### The metal 3 layer

Bar = 20 µm.
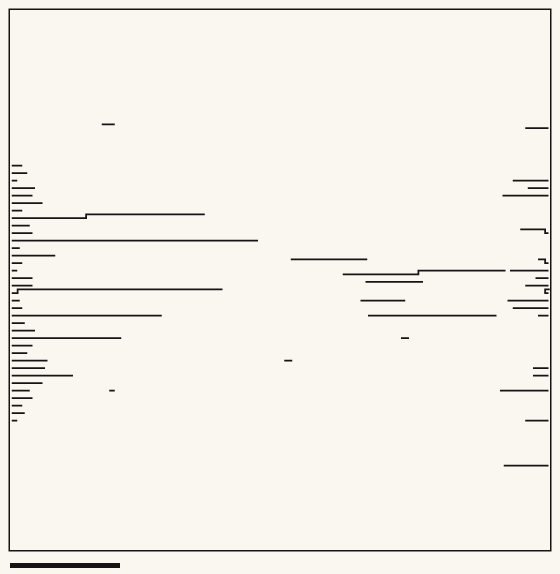
### Cell density map

The die is cut into 10 by 10 equal tiles; black is low, pale yellow is high, 0 to 100% covered.
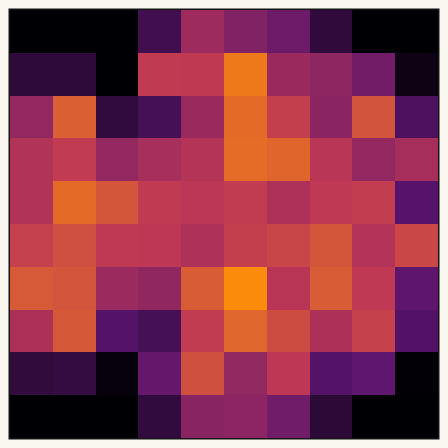
### Cell outlines without signal wires

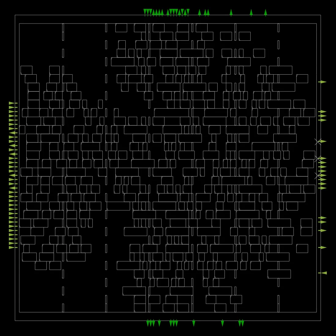
### Nets reached from selected ports

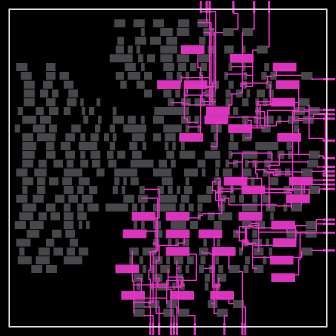
### Logic cells by family

Bar = 20 µm.
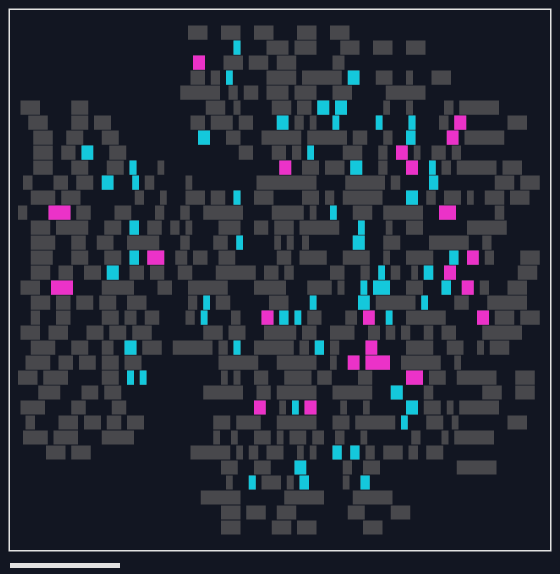
$ cat src/rtl/riscv_hazard_pkg.sv
// Shared types and constants for the RISC-V hazard / forwarding unit.
package riscv_hazard_pkg;

  localparam int unsigned REG_AW = 5;

  // Forward select for an E-stage operand, named after where the producer
  // sits once the consumer reaches E.
  typedef enum logic [1:0] {
    FWD_RF = 2'd0,
    FWD_M  = 2'd1,
    FWD_B  = 2'd2,
    FWD_W  = 2'd3
  } fwd_sel_e;

  typedef enum logic {
    MDU_IDLE = 1'b0,
    MDU_BUSY = 1'b1
  } mdu_state_e;

endpackage

$ cat src/rtl/riscv_hazard_match.sv
// Compares one D-stage source operand against the E/M/B destinations and
// produces per-stage match flags plus the prioritised forward select.
module riscv_hazard_match
  import riscv_hazard_pkg::*;
(
  input  logic              src_en_i,
  input  logic [REG_AW-1:0] src_addr_i,
  input  logic [REG_AW-1:0] dst_addr_e_i,
  input  logic [REG_AW-1:0] dst_addr_m_i,
  input  logic [REG_AW-1:0] dst_addr_b_i,
  input  logic              wen_e_i,
  input  logic              wen_m_i,
  input  logic              wen_b_i,
  output logic              match_e_o,
  output logic              match_m_o,
  output logic              match_b_o,
  output fwd_sel_e          sel_o
);

  logic live;

  // Per-stage RAW compare; x0 never creates a dependency.
  always_comb begin
    live      = src_en_i & (src_addr_i != '0);
    match_e_o = live & wen_e_i & (src_addr_i == dst_addr_e_i);
    match_m_o = live & wen_m_i & (src_addr_i == dst_addr_m_i);
    match_b_o = live & wen_b_i & (src_addr_i == dst_addr_b_i);
  end

  // Youngest producer wins: E, then M, then B.
  always_comb begin
    sel_o = FWD_RF;
    if (match_e_o) begin
      sel_o = FWD_M;
    end else if (match_m_o) begin
      sel_o = FWD_B;
    end else if (match_b_o) begin
      sel_o = FWD_W;
    end
  end

endmodule

$ cat src/rtl/riscv_hazard_fwd.sv
// Pipeline hazard, stall/flush and operand forwarding control.
module riscv_hazard_fwd
  import riscv_hazard_pkg::*;
#(
  parameter int unsigned NUM_SRC = 2,
  parameter int unsigned FWD_EN  = 1,
  parameter int unsigned CNT_W   = 32
) (
  input  logic                           clk,
  input  logic                           rst_n,
  input  logic [NUM_SRC-1:0]             i_src_en,
  input  logic [NUM_SRC-1:0][REG_AW-1:0] i_src_addr,
  input  logic [REG_AW-1:0]              i_dst_addrE,
  input  logic [REG_AW-1:0]              i_dst_addrM,
  input  logic [REG_AW-1:0]              i_dst_addrB,
  input  logic                           i_dst_wenE,
  input  logic                           i_dst_wenM,
  input  logic                           i_dst_wenB,
  input  logic                           i_loadE,
  input  logic                           i_jalD,
  input  logic                           i_branchE,
  input  logic                           i_bus_stallM,
  input  logic                           i_mdu_startE,
  input  logic                           i_mdu_doneE,
  input  logic                           i_cnt_clr,
  output logic                           o_enF,
  output logic                           o_enFD,
  output logic                           o_enDE,
  output logic                           o_enEM,
  output logic                           o_enMB,
  output logic                           o_flushFD,
  output logic                           o_flushDE,
  output logic                           o_flushEM,
  output logic                           o_flushMB,
  output logic [NUM_SRC-1:0][1:0]        o_fwd_selE,
  output logic                           o_mdu_busy,
  output logic [CNT_W-1:0]               o_stall_cnt
);

  logic [NUM_SRC-1:0]      match_e;
  logic [NUM_SRC-1:0]      match_m;
  logic [NUM_SRC-1:0]      match_b;
  fwd_sel_e                sel_w [NUM_SRC];

  logic                    load_use;
  logic                    raw;
  logic                    hazard;
  logic                    mdu_stall;

  mdu_state_e              state_q, state_d;
  logic [NUM_SRC-1:0][1:0] fwd_q, fwd_d;
  logic [CNT_W-1:0]        cnt_q, cnt_d;

  for (genvar g = 0; g < NUM_SRC; g++) begin : g_src
    riscv_hazard_match u_match (
      .src_en_i     (i_src_en[g]),
      .src_addr_i   (i_src_addr[g]),
      .dst_addr_e_i (i_dst_addrE),
      .dst_addr_m_i (i_dst_addrM),
      .dst_addr_b_i (i_dst_addrB),
      .wen_e_i      (i_dst_wenE),
      .wen_m_i      (i_dst_wenM),
      .wen_b_i      (i_dst_wenB),
      .match_e_o    (match_e[g]),
      .match_m_o    (match_m[g]),
      .match_b_o    (match_b[g]),
      .sel_o        (sel_w[g])
    );
  end

  // Hazard classification across all sources.
  always_comb begin
    load_use = (|match_e) & i_loadE;
    raw      = |(match_e | match_m | match_b);
    hazard   = (FWD_EN != 0) ? load_use : raw;
  end

  // MDU FSM next state and stall; a start that completes at once never stalls.
  always_comb begin
    state_d   = state_q;
    mdu_stall = 1'b0;
    case (state_q)
      MDU_IDLE: begin
        mdu_stall = i_mdu_startE & ~i_mdu_doneE;
        if (i_mdu_startE & ~i_bus_stallM & ~i_mdu_doneE) begin
          state_d = MDU_BUSY;
        end
      end
      MDU_BUSY: begin
        mdu_stall = ~i_mdu_doneE;
        if (i_mdu_doneE) begin
          state_d = MDU_IDLE;
        end
      end
      default: state_d = MDU_IDLE;
    endcase
  end

  // MDU state register; reset abandons any op in flight.
  always_ff @(posedge clk) begin
    if (!rst_n) begin
      state_q <= MDU_IDLE;
    end else begin
      state_q <= state_d;
    end
  end

  assign o_mdu_busy = rst_n & (state_q == MDU_BUSY);

  // Stage enables and flushes, first matching condition wins.
  always_comb begin
    o_enF     = 1'b1;
    o_enFD    = 1'b1;
    o_enDE    = 1'b1;
    o_enEM    = 1'b1;
    o_enMB    = 1'b1;
    o_flushFD = 1'b0;
    o_flushDE = 1'b0;
    o_flushEM = 1'b0;
    o_flushMB = 1'b0;
    if (!rst_n) begin
      o_flushFD = 1'b1;
      o_flushDE = 1'b1;
      o_flushEM = 1'b1;
      o_flushMB = 1'b1;
    end else if (i_bus_stallM) begin
      o_enF     = 1'b0;
      o_enFD    = 1'b0;
      o_enDE    = 1'b0;
      o_enEM    = 1'b0;
      o_flushMB = 1'b1;
    end else if (mdu_stall) begin
      o_enF     = 1'b0;
      o_enFD    = 1'b0;
      o_enDE    = 1'b0;
      o_flushEM = 1'b1;
    end else if (i_branchE) begin
      o_flushFD = 1'b1;
      o_flushDE = 1'b1;
    end else if (hazard) begin
      o_enF     = 1'b0;
      o_enFD    = 1'b0;
      o_flushDE = 1'b1;
    end else if (i_jalD) begin
      o_flushFD = 1'b1;
    end
  end

  // Forward select for the instruction entering E.
  always_comb begin
    fwd_d = '0;
    if (!o_flushDE && (FWD_EN != 0)) begin
      for (int unsigned k = 0; k < NUM_SRC; k++) begin
        fwd_d[k] = sel_w[k];
      end
    end
  end

  // Forward select register follows the D/E pipeline register.
  always_ff @(posedge clk) begin
    if (!rst_n) begin
      fwd_q <= '0;
    end else if (o_enDE) begin
      fwd_q <= fwd_d;
    end
  end

  assign o_fwd_selE = fwd_q;

  // Saturating stall counter; clear overrides counting.
  always_comb begin
    cnt_d = cnt_q;
    if (i_cnt_clr) begin
      cnt_d = '0;
    end else if (!o_enF && (cnt_q != '1)) begin
      cnt_d = cnt_q + CNT_W'(1);
    end
  end

  // Stall counter register.
  always_ff @(posedge clk) begin
    if (!rst_n) begin
      cnt_q <= '0;
    end else begin
      cnt_q <= cnt_d;
    end
  end

  assign o_stall_cnt = cnt_q;

endmodule

$ cat config.mk
export PLATFORM = sky130hd
export DESIGN_NAME = riscv_hazard_fwd
export DESIGN_NICKNAME = d
export VERILOG_FILES = /design/src/rtl/riscv_hazard_pkg.sv /design/src/rtl/riscv_hazard_match.sv /design/src/rtl/riscv_hazard_fwd.sv
export SDC_FILE = /design/constraint.sdc
export NUM_CORES = 1
export LEC_CHECK = 0
export CELL_PAD_IN_SITES_DETAIL_PLACEMENT = 1
export CELL_PAD_IN_SITES_GLOBAL_PLACEMENT = 2
export CORE_UTILIZATION = 25
export CTS_BUF_LIST = sky130_fd_sc_hd__clkbuf_8
export DETAILED_ROUTE_END_ITERATION = 8
export PLACE_DENSITY = 0.9
export SKIP_CTS_REPAIR_TIMING = 1
export SYNTH_ARGS = -nofsm -noshare
export SYNTH_HDL_FRONTEND = slang
export SYNTH_SLANG_ARGS = --single-unit
$ cat constraint.sdc
create_clock -name clk -period 2.6 [get_ports clk]
set_input_delay 0.52 -clock clk [delete_from_list [all_inputs] [get_ports clk]]
set_output_delay 0.52 -clock clk [all_outputs]
set_load 0.03 [all_outputs]
==> results.txt <==
Implementation results are summarized by area below.

Detailed routing
For this sky-water flow run, the detailed-routed wirelength per cell is reported as 14.9 µm. The routed design shows a via density per instance of 4.87. The met3 layer wire length in the routed design is between 400 and 500 µm. The detailed-route DRC error count is 3.

GRT
The maximum number of pins on one net before global-route repair is 16. The global routing met1 resource utilization is a little under a fifth. The initial antenna violation count was 0.

Timing
Setup slack on the critical path of the routed design comes to -84.3 ps. The number of failing setup endpoints in the final timing report is 3. The highest clock rate this design can be run at is 373 MHz. The transition at the pin with the smallest max-transition slack is 613 ps.

Synth
Counting distinct cell types in the post-synthesis netlist gives 51. The Yosys step of the flow raised 0 warnings. Yosys reported a register bit count of 37.

Clock tree
For the worst-skew pair, the clock arrives at the later sink with an insertion delay of 290 ps. The deepest level of the CTS H-tree is 2. The number of sinks driven by the clock tree is 37. The maximum buffer depth of the clock tree is 2.

Power
The static leakage power is 1.35 nW. Total power for the finished layout comes to 1.34 mW.

Floorplanning
The region available for standard cell placement spans roughly 8800 µm². The share of the core filled by cells before placement is 26.1%.

Flow run
The logs give a warning total of 28. The number of max-capacitance violations reported is 0.

Worst setup path
The arrival time of data at the worst endpoint is listed as 2160 ps. Data on the critical path is required at its endpoint by 2080 ps. Logic depth along the worst register-to-register path is recorded as 7.

Outcome
The run finished, with violations left. The final reports fail on design-rule violations, negative setup slack.

Placed design
The detailed placer's ending HPWL is 6370 µm.

Final layout
The library cell used most frequently in the layout, excluding fill and tap cells, is sky130_fd_sc_hd__clkdlybuf4s50_1. For this run, the script counts the antenna cells in the layout as 0.
Notes on 'The metal 3 layer' above:
nets with wire on the layer: 57
share of all routed wire: 5.7%
main direction: horizontal
met3 Resource Use GR: 3.36%
aggregate routed wire length: 7690 µm

Notes on 'Cell density map' above:
nearly empty tiles: 13%
fullest tile: 75%
mean over tiles: 37%

Notes on 'Cell outlines without signal wires' above:
Seq cells: 37
layout filler cell count: 1073

Notes on 'Nets reached from selected ports' above:
legend:
  `o_stall_cnt`:
    color: magenta
    direction: output
    edge: 16 right, 10 bottom, 6 top
    end_cells: 32
    buffers: 33
    wire: 1450 µm

Notes on 'Logic cells by family' above:
legend:
  and/or cells:
    color: magenta
    cells: 22
  nand cells:
    color: cyan
    cells: 57

[final cells by class]
cell class / count / area (µm²) / share of cell area [%]
multi-input combinational: 236 / 1540 / 41.6
timing repair buffer: 122 / 1160 / 31.3
sequential: 37 / 741 / 20.0
tap: 108 / 135 / 3.66
clock buffer: 5 / 68.8 / 1.86
clock inverter: 2 / 35.0 / 0.948
inverter: 6 / 22.5 / 0.609
[worst max-delay path, cell delays in order]
cell	delay [ps]
sky130_fd_sc_hd__buf_6	90
sky130_fd_sc_hd__or4_4	540
sky130_fd_sc_hd__o21ai_4	170
sky130_fd_sc_hd__nor3_2	60
sky130_fd_sc_hd__or2_4	260
sky130_fd_sc_hd__buf_6	120
sky130_fd_sc_hd__a21oi_4	140
sky130_fd_sc_hd__o21a_4	140
sky130_fd_sc_hd__buf_6	120
[per-stage QoR]
step / setup WS [ps] / area [µm²] / instances
after floorplan: -49.1 / 2340 / 289
after global placement: -723 / 3550 / 508
after detailed placement: -742 / 3550 / 508
after CTS: -749 / 3660 / 515
after global routing: -139 / 3700 / 516
final: -84.3 / 3700 / 516
[worst min path at each step]
stage / start / cells past startpoint / endpoint
4_1_cts: o_fwd_selE[0] / 2 / o_fwd_selE[0]
5_1_grt: o_fwd_selE[0] / 2 / o_fwd_selE[0]
3_5_place_dp: o_fwd_selE[0] / 2 / o_fwd_selE[0]
6_report: o_fwd_selE[0] / 2 / o_fwd_selE[0]
2_1_floorplan: state_q / 2 / state_q
3_3_place_gp: o_fwd_selE[3] / 2 / o_fwd_selE[3]
[cell usage after synthesis (4+ instances only)]
master and number:
sky130_fd_sc_hd__nor4_1 4, sky130_fd_sc_hd__o21ai_1 6, sky130_fd_sc_hd__nand3_1 13, sky130_fd_sc_hd__dfxtp_1 37
sky130_fd_sc_hd__or3_1 6, sky130_fd_sc_hd__nand2_1 27, sky130_fd_sc_hd__nor3_1 15, sky130_fd_sc_hd__o21ai_0 7
sky130_fd_sc_hd__inv_1 6, sky130_fd_sc_hd__xnor2_1 38, sky130_fd_sc_hd__clkbuf_1 4, sky130_fd_sc_hd__a21oi_1 15
sky130_fd_sc_hd__xor2_1 9, sky130_fd_sc_hd__nand2b_1 4, sky130_fd_sc_hd__and3_1 4, sky130_fd_sc_hd__nand4_1 12
sky130_fd_sc_hd__nor2_1 34
[kinds of logic (layout without fill, tap and decap cells)]
group	after synthesis	in the layout	synth area share (%)
other	1	1	0.163
XOR/XNOR	47	47	17.9
AND-OR/OR-AND	45	45	13.2
AND/OR/NAND/NOR	140	140	32.0
multiplexers	2	2	0.870
adder cells (fa/ha/maj)	1	1	0.544
flip-flops	37	37	32.2
buffers and inverters	16	135	3.15
[flip-flops by register name, summed over array words and instances, names as in the netlist]
signal and count:
o_fwd_selE 4, state_q 1, o_stall_cnt 32
[where the power goes]
part | total, mW | internal (mW) | switching (mW)
Combinational | 0.282 | 0.148 | 0.134
Clock | 0.488 | 0.279 | 0.209
Sequential | 0.569 | 0.567 | 0.00129
Total | 1.34 | 0.994 | 0.344
Power is estimated from default activity; no workload was simulated.
